[src/rtl/rob.sv]
// rob: in-order reorder buffer between issue and register-file writeback.
//
// Issue allocates one slot per instruction at the tail; EX units write
// results back by slot index in any order; completed entries retire from the
// head, one per cycle, through a valid/ready commit port.
//
// Ports:
//   clock, reset_n                  clock (rising edge), async active-low reset
//   i_flush                         synchronous clear of every entry
//   i_alloc_req / o_alloc_ready     allocate one slot; o_alloc_slot is the tail index
//   i_wb_*                          NWB writeback ports (valid, idx, result, dest)
//   o_commit_* / i_commit_ready     head entry presented for retire
//   o_count, o_empty                occupancy
module rob #(
    parameter int ROB_DEPTHLOG2 = 4,
    parameter int NWB           = 2
) (
    input  logic                         clock,
    input  logic                         reset_n,
    input  logic                         i_flush,
    input  logic                         i_alloc_req,
    output logic                         o_alloc_ready,
    output logic [ROB_DEPTHLOG2-1:0]     o_alloc_slot,
    input  logic [NWB-1:0]               i_wb_valid,
    input  logic [NWB*ROB_DEPTHLOG2-1:0] i_wb_idx,
    input  logic [NWB*32-1:0]            i_wb_result,
    input  logic [NWB*5-1:0]             i_wb_dest_reg,
    input  logic [NWB-1:0]               i_wb_dest_reg_valid,
    output logic                         o_commit_valid,
    input  logic                         i_commit_ready,
    output logic [ROB_DEPTHLOG2-1:0]     o_commit_slot,
    output logic [31:0]                  o_commit_result,
    output logic [4:0]                   o_commit_dest_reg,
    output logic                         o_commit_dest_reg_valid,
    output logic [ROB_DEPTHLOG2:0]       o_count,
    output logic                         o_empty
);
    localparam int D     = ROB_DEPTHLOG2;
    localparam int DEPTH = 1 << D;

    // Pointers carry an extra wrap bit so full and empty are distinguishable.
    logic [D:0]       r_head, r_tail;
    logic [DEPTH-1:0] r_alloc, r_done;
    logic [31:0]      r_result [DEPTH];
    logic [4:0]       r_dest [DEPTH];
    logic             r_dvalid [DEPTH];

    logic [D-1:0] w_hidx, w_tidx;
    logic [D:0]   w_count;
    logic         w_grant, w_retire;

    assign w_hidx   = r_head[D-1:0];
    assign w_tidx   = r_tail[D-1:0];
    assign w_count  = r_tail - r_head;
    assign w_grant  = i_alloc_req & o_alloc_ready;
    assign w_retire = o_commit_valid & i_commit_ready;

    assign o_count        = w_count;
    assign o_empty        = w_count == '0;
    assign o_alloc_ready  = w_count != (D+1)'(DEPTH);
    assign o_alloc_slot   = w_tidx;
    assign o_commit_valid = !o_empty & r_done[w_hidx];
    assign o_commit_slot  = w_hidx;
    // Entry data is never reset, so the commit data is masked until valid.
    assign o_commit_result         = o_commit_valid ? r_result[w_hidx] : '0;
    assign o_commit_dest_reg       = o_commit_valid ? r_dest[w_hidx] : '0;
    assign o_commit_dest_reg_valid = o_commit_valid & r_dvalid[w_hidx];

    // Control state. Later assignments win: writeback sets done, allocation
    // (always to an unallocated slot) clears it, retire clears the head.
    always_ff @(posedge clock or negedge reset_n) begin
        if (!reset_n) begin
            r_head  <= '0;
            r_tail  <= '0;
            r_alloc <= '0;
            r_done  <= '0;
        end else if (i_flush) begin
            r_head  <= '0;
            r_tail  <= '0;
            r_alloc <= '0;
            r_done  <= '0;
        end else begin
            for (int p = 0; p < NWB; p++)
                if (i_wb_valid[p] && r_alloc[i_wb_idx[p*D +: D]])
                    r_done[i_wb_idx[p*D +: D]] <= 1'b1;
            if (w_grant) begin
                r_alloc[w_tidx] <= 1'b1;
                r_done[w_tidx]  <= 1'b0;
                r_tail          <= r_tail + (D+1)'(1);
            end
            if (w_retire) begin
                r_alloc[w_hidx] <= 1'b0;
                r_done[w_hidx]  <= 1'b0;
                r_head          <= r_head + (D+1)'(1);
            end
        end
    end

    // Entry payload; iterating ports upward lets the higher port win a collision.
    always_ff @(posedge clock) begin
        for (int p = 0; p < NWB; p++)
            if (!i_flush && i_wb_valid[p] && r_alloc[i_wb_idx[p*D +: D]]) begin
                assert (!r_done[i_wb_idx[p*D +: D]]);
                r_result[i_wb_idx[p*D +: D]] <= i_wb_result[p*32 +: 32];
                r_dest[i_wb_idx[p*D +: D]]   <= i_wb_dest_reg[p*5 +: 5];
                r_dvalid[i_wb_idx[p*D +: D]] <= i_wb_dest_reg_valid[p];
            end
    end
endmodule
[config.mk]
export PLATFORM = sky130hd
export DESIGN_NAME = rob
export DESIGN_NICKNAME = d
export VERILOG_FILES = /design/src/rtl/rob.sv
export SDC_FILE = /design/constraint.sdc
export NUM_CORES = 1
export LEC_CHECK = 0
export ABC_CLOCK_PERIOD_IN_PS = 14400
export CAP_MARGIN = 40
export CELL_PAD_IN_SITES_DETAIL_PLACEMENT = 0
export CELL_PAD_IN_SITES_GLOBAL_PLACEMENT = 1
export CORE_MARGIN = 2
export CORE_UTILIZATION = 25
export CTS_BUF_LIST = sky130_fd_sc_hd__clkbuf_2 sky130_fd_sc_hd__clkbuf_4 sky130_fd_sc_hd__clkbuf_8
export CTS_CLUSTER_DIAMETER = 60
export DETAILED_ROUTE_END_ITERATION = 10
export MAX_ROUTING_LAYER = met4
export PLACE_DENSITY = 0.44
export SYNTH_ARGS = -nofsm -noshare
export SYNTH_HDL_FRONTEND = slang
export SYNTH_SLANG_ARGS = --single-unit
export TNS_END_PERCENT = 30
[constraint.sdc]
create_clock -name clock -period 14.4 [get_ports clock]
set_input_delay 1.44 -clock clock [delete_from_list [all_inputs] [get_ports clock]]
set_output_delay 1.44 -clock clock [all_outputs]
set_load 0.02 [all_outputs]
### Drive-strength map, run 1

Scale bar: 100 um.
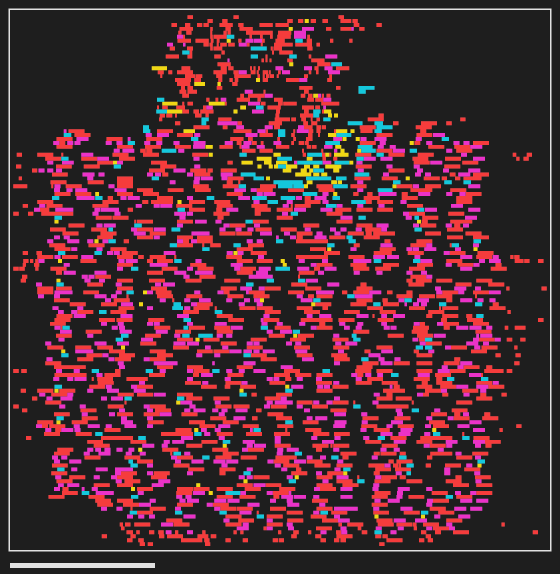
magenta -> x2  # cells 779
cyan -> x6 and larger  # cells 185
yellow -> x3 and x4  # cells 109
red -> x1 and smaller  # cells 1147

### Metal 2, run 1

Scale bar: 100 um.
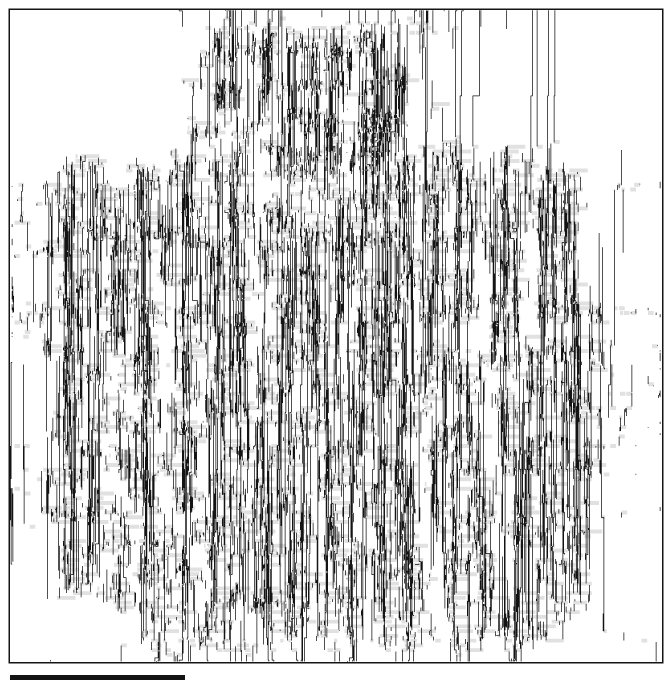
nets with wire on the layer = 2087
wire length on this layer = 61.5 mm
longest straight run = 117 um
main direction = vertical

==> impl_table.tex, run 1 <==
% Table of physical implementation metrics
\begin{tabular}{lr}
\hline
Metric & Value \\
\hline
\multicolumn{2}{l}{\textbf{Outcome}} \\
Status & finished, final reports clean \\
\multicolumn{2}{l}{\textbf{Logic synthesis}} \\
Xor and xnor fraction of the mapped netlist area & 0.000770 \\
Largest area contributor in the synthesized netlist & edfxtp\_1 \\
FFs w/ async S/R, synth & 0.0646 \\
EDFF count, synth & 608 \\
Total of warnings raised by yosys & 0 \\
Synth mux share & 0.335 \\
\multicolumn{2}{l}{\textbf{GRT}} \\
Tot GR Track Use & 0.178 \\
Total overflow reported by the global router & 0 \\
\multicolumn{2}{l}{\textbf{Final timing}} \\
Hold slack & 0.604 ns \\
Rel. slew slack & 0.383 \\
Setup clock skew after layout & 0.0483 ns \\
\multicolumn{2}{l}{\textbf{Final layout}} \\
Layout cells sized above 1 & 0.483 \\
Finished layout cell area & 0.0406 sq mm \\
\multicolumn{2}{l}{\textbf{Worst setup path}} \\
Cell depth of the worst flop-to-flop path & 8 \\
Critical path start-end classification & reg -> out \\
Worst reg2reg setup slack & 10.32 ns \\
Crit. Startpoint & r\_head[1] \\
\multicolumn{2}{l}{\textbf{Detailed routing}} \\
Length of routed wiring on met1 & 51.1 mm \\
Detailed-routed wire length on met3 & 5.40 mm \\
\multicolumn{2}{l}{\textbf{Clock network}} \\
Max clock buf depth & 3 \\
\multicolumn{2}{l}{\textbf{Floorplan}} \\
Die W & 373 um \\
Die Area & 0.139 sq mm \\
\multicolumn{2}{l}{\textbf{Pwr}} \\
Leakage Power & 0.0130 uW \\
\hline
\end{tabular}
### Track usage over the die, run 1

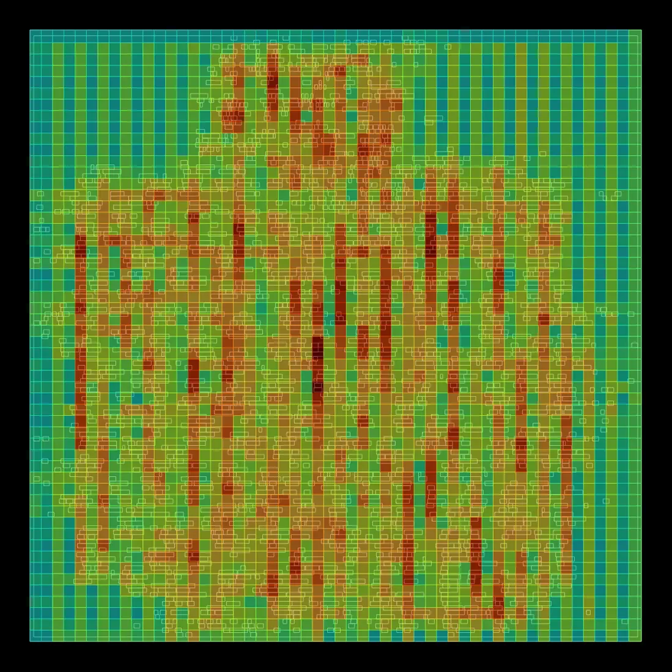
wire length per cell after detailed routing: 30.2 um
utilization of the core after routing: 0.299
met3 track utilization from global routing: 0.0347

### The metal 1 layer, run 1

Scale bar: 100 um. Supply wires on this layer in gray.
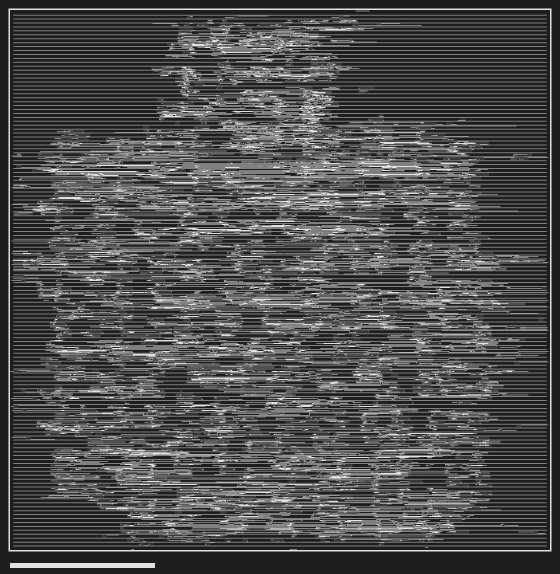
nets with wire on the layer = 2160
main direction = horizontal
longest straight run = 131 um

[run 1: state kept, by name, indices dropped and copies added (netlist names)]
name      flops
r_head        5
r_done       16
r_result    512
r_alloc      16
r_dvalid     16
r_dest       80
r_tail        5
[run 1: critical path, delay by kind of cell, from the launching register on]
family,cells,cell delay [ns]
AOI/OAI and AO/OA,1,0.25
xor gates and xnor gates,1,0.26
adders and majority gates,1,0.49
buffers and inverters,3,1.52
DFF,1,0.94
and+or+nand+nor,3,1.06
[run 1: routing by layer]
layer  vias up  global-route usage
li1       8331                   -
met1     10486               0.217
met2       524               0.299
met3       174              0.0347
met4         0              0.0522
met5         -                   -
### Layout detail, run 1

Scale bar: 10 um. Window x 167 to 207, y 92 to 132 um. Cells in gray, sequential cells in the stronger gray; small squares are vias.
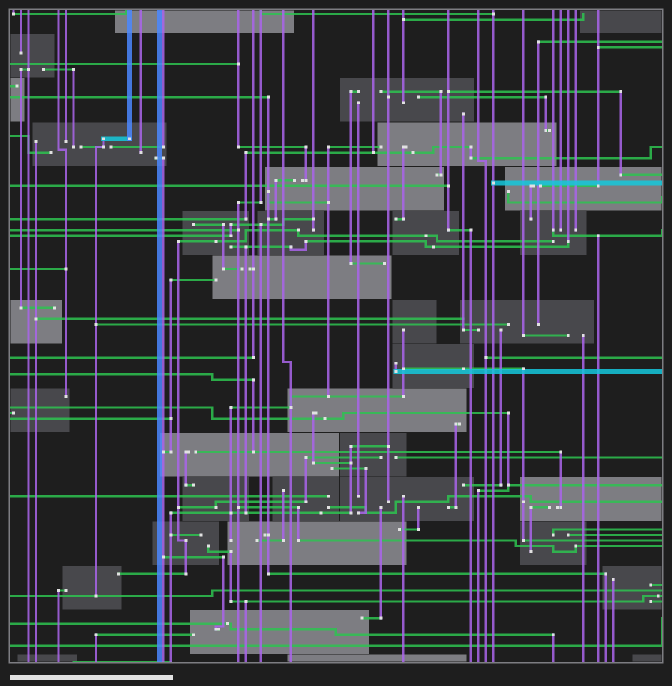

==> run 2: changes to the inputs <==
ABC_CLOCK_PERIOD_IN_PS = 6940   (was 14400)
clock period = 6.94 ns   (was 14.4 ns; I/O delays follow)
### Layout detail, run 2

Scale bar: 10 um. Window x 167 to 207, y 92 to 132 um. Cells in gray, sequential cells in the stronger gray; small squares are vias.
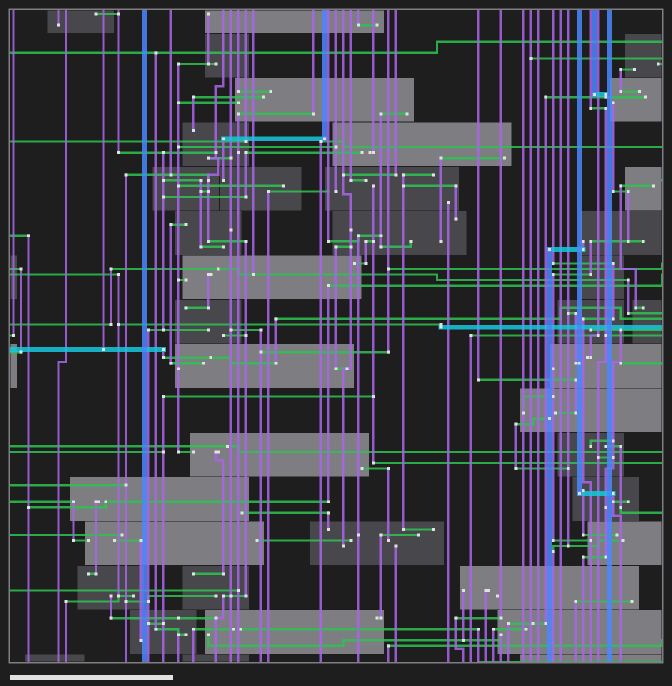
purple -> M2
blue -> M4
cyan -> M3
green -> M1
sequential cells in the window = 13
most frequent = edfxtp_1 (13), mux2_2 (12), mux4_2 (3)
netlist names of flops here include = r_result (13)
cells with their middle in the window = 32

==> run 2 against run 1 <==
  * Sequential power increased by 110%
  * Register-to-register slack worse by 6.9 ns
  * Worst hold slack worse by 0.31 ns
  * Combinational power increased by 110%
  * Via count rose by 0.20%
  * Sequential share of layout area increased by 0.25 points
  * Non-clock buffer count fell by 1
  * Critical path depth decreased by 2
  * Die size did not move
==> impl_table.tex, run 2 <==
% Table of physical implementation metrics
\begin{tabular}{lr}
\hline
Metric & Value \\
\hline
\multicolumn{2}{l}{\textbf{Detailed routing}} \\
Wire length after detailed routing & 118 mm \\
Post-detailed-route via-to-cell ratio & 4.90 \\
Total DRC errors in the routed layout & 0 \\
\multicolumn{2}{l}{\textbf{Final timing}} \\
Rel. slew slack & 0.391 \\
Hold slack & 0.295 ns \\
\multicolumn{2}{l}{\textbf{Worst setup path}} \\
Cell depth of the worst flop-to-flop path & 10 \\
Worst reg2reg setup slack & 3.43 ns \\
Critical path start-end classification & reg -> out \\
Crit. Startpoint & r\_head[0] \\
\multicolumn{2}{l}{\textbf{Outcome}} \\
Status & finished, final reports clean \\
\multicolumn{2}{l}{\textbf{Final layout}} \\
Finished layout cell area & 0.0404 sq mm \\
Utilization of the core after routing & 0.298 \\
Register cell area after layout & 0.0193 sq mm \\
Number of signal-net inverters in the final layout & 13 \\
Layout cells sized above 1 & 0.485 \\
Number of flip-flops in the largest register & 512 \\
\multicolumn{2}{l}{\textbf{Logic synthesis}} \\
EDFF count, synth & 608 \\
FFs w/ async S/R, synth & 0.0646 \\
Total of warnings raised by yosys & 0 \\
Synth mux share & 0.335 \\
Xor and xnor fraction of the mapped netlist area & 0.000770 \\
Post-Synth Adder-Cell Area & 0.00499 \\
\multicolumn{2}{l}{\textbf{Pwr}} \\
Sw power & 2000 uW \\
Leakage Power & 0.0129 uW \\
\multicolumn{2}{l}{\textbf{GRT}} \\
Total overflow reported by the global router & 0 \\
Tot GR Track Use & 0.173 \\
\multicolumn{2}{l}{\textbf{Floorplan}} \\
Die Area & 0.139 sq mm \\
Die W & 373 um \\
\multicolumn{2}{l}{\textbf{Run}} \\
Max Cap Viol & 0 \\
\multicolumn{2}{l}{\textbf{Placed design}} \\
Number of buffers added on ports & 144 \\
\multicolumn{2}{l}{\textbf{Clock network}} \\
Max clock buf depth & 3 \\
\hline
\end{tabular}
## run 2: cell counts after synthesis
No cell type changed its count.
## run 2: critical path: cells and delay by family (launching register included)
family / cells / cell delay (ns)
simple gates: 1 / 0.19
mux: 2 / 1.14
flops: 1 / 0.53
buf+inv: 4 / 1.64
## run 2: repair_timing
| action | in CTS | in global routing |
|---|---|---|
| hold endpoints to repair | 42 | 0 |
| endpoints found under the setup margin | 0 | 0 |
| hold buffers | 1 | 0 |
## run 2: per-stage QoR
stage	instances	power (uW)
2_1_floorplan	2000	4620
3_3_place_gp	3734	4770
3_5_place_dp	3765	4780
4_1_cts	3986	8720
5_1_grt	3991	8890
6_report	3993	8570
## run 2: routing by layer
metal,GRT usage,share of wire
met3,0.0303,0.039
met1,0.210,0.42
met4,0.0403,0.018
met2,0.299,0.52
met5,-,0
No activity file was given, so power comes from the tool's default toggle rates.
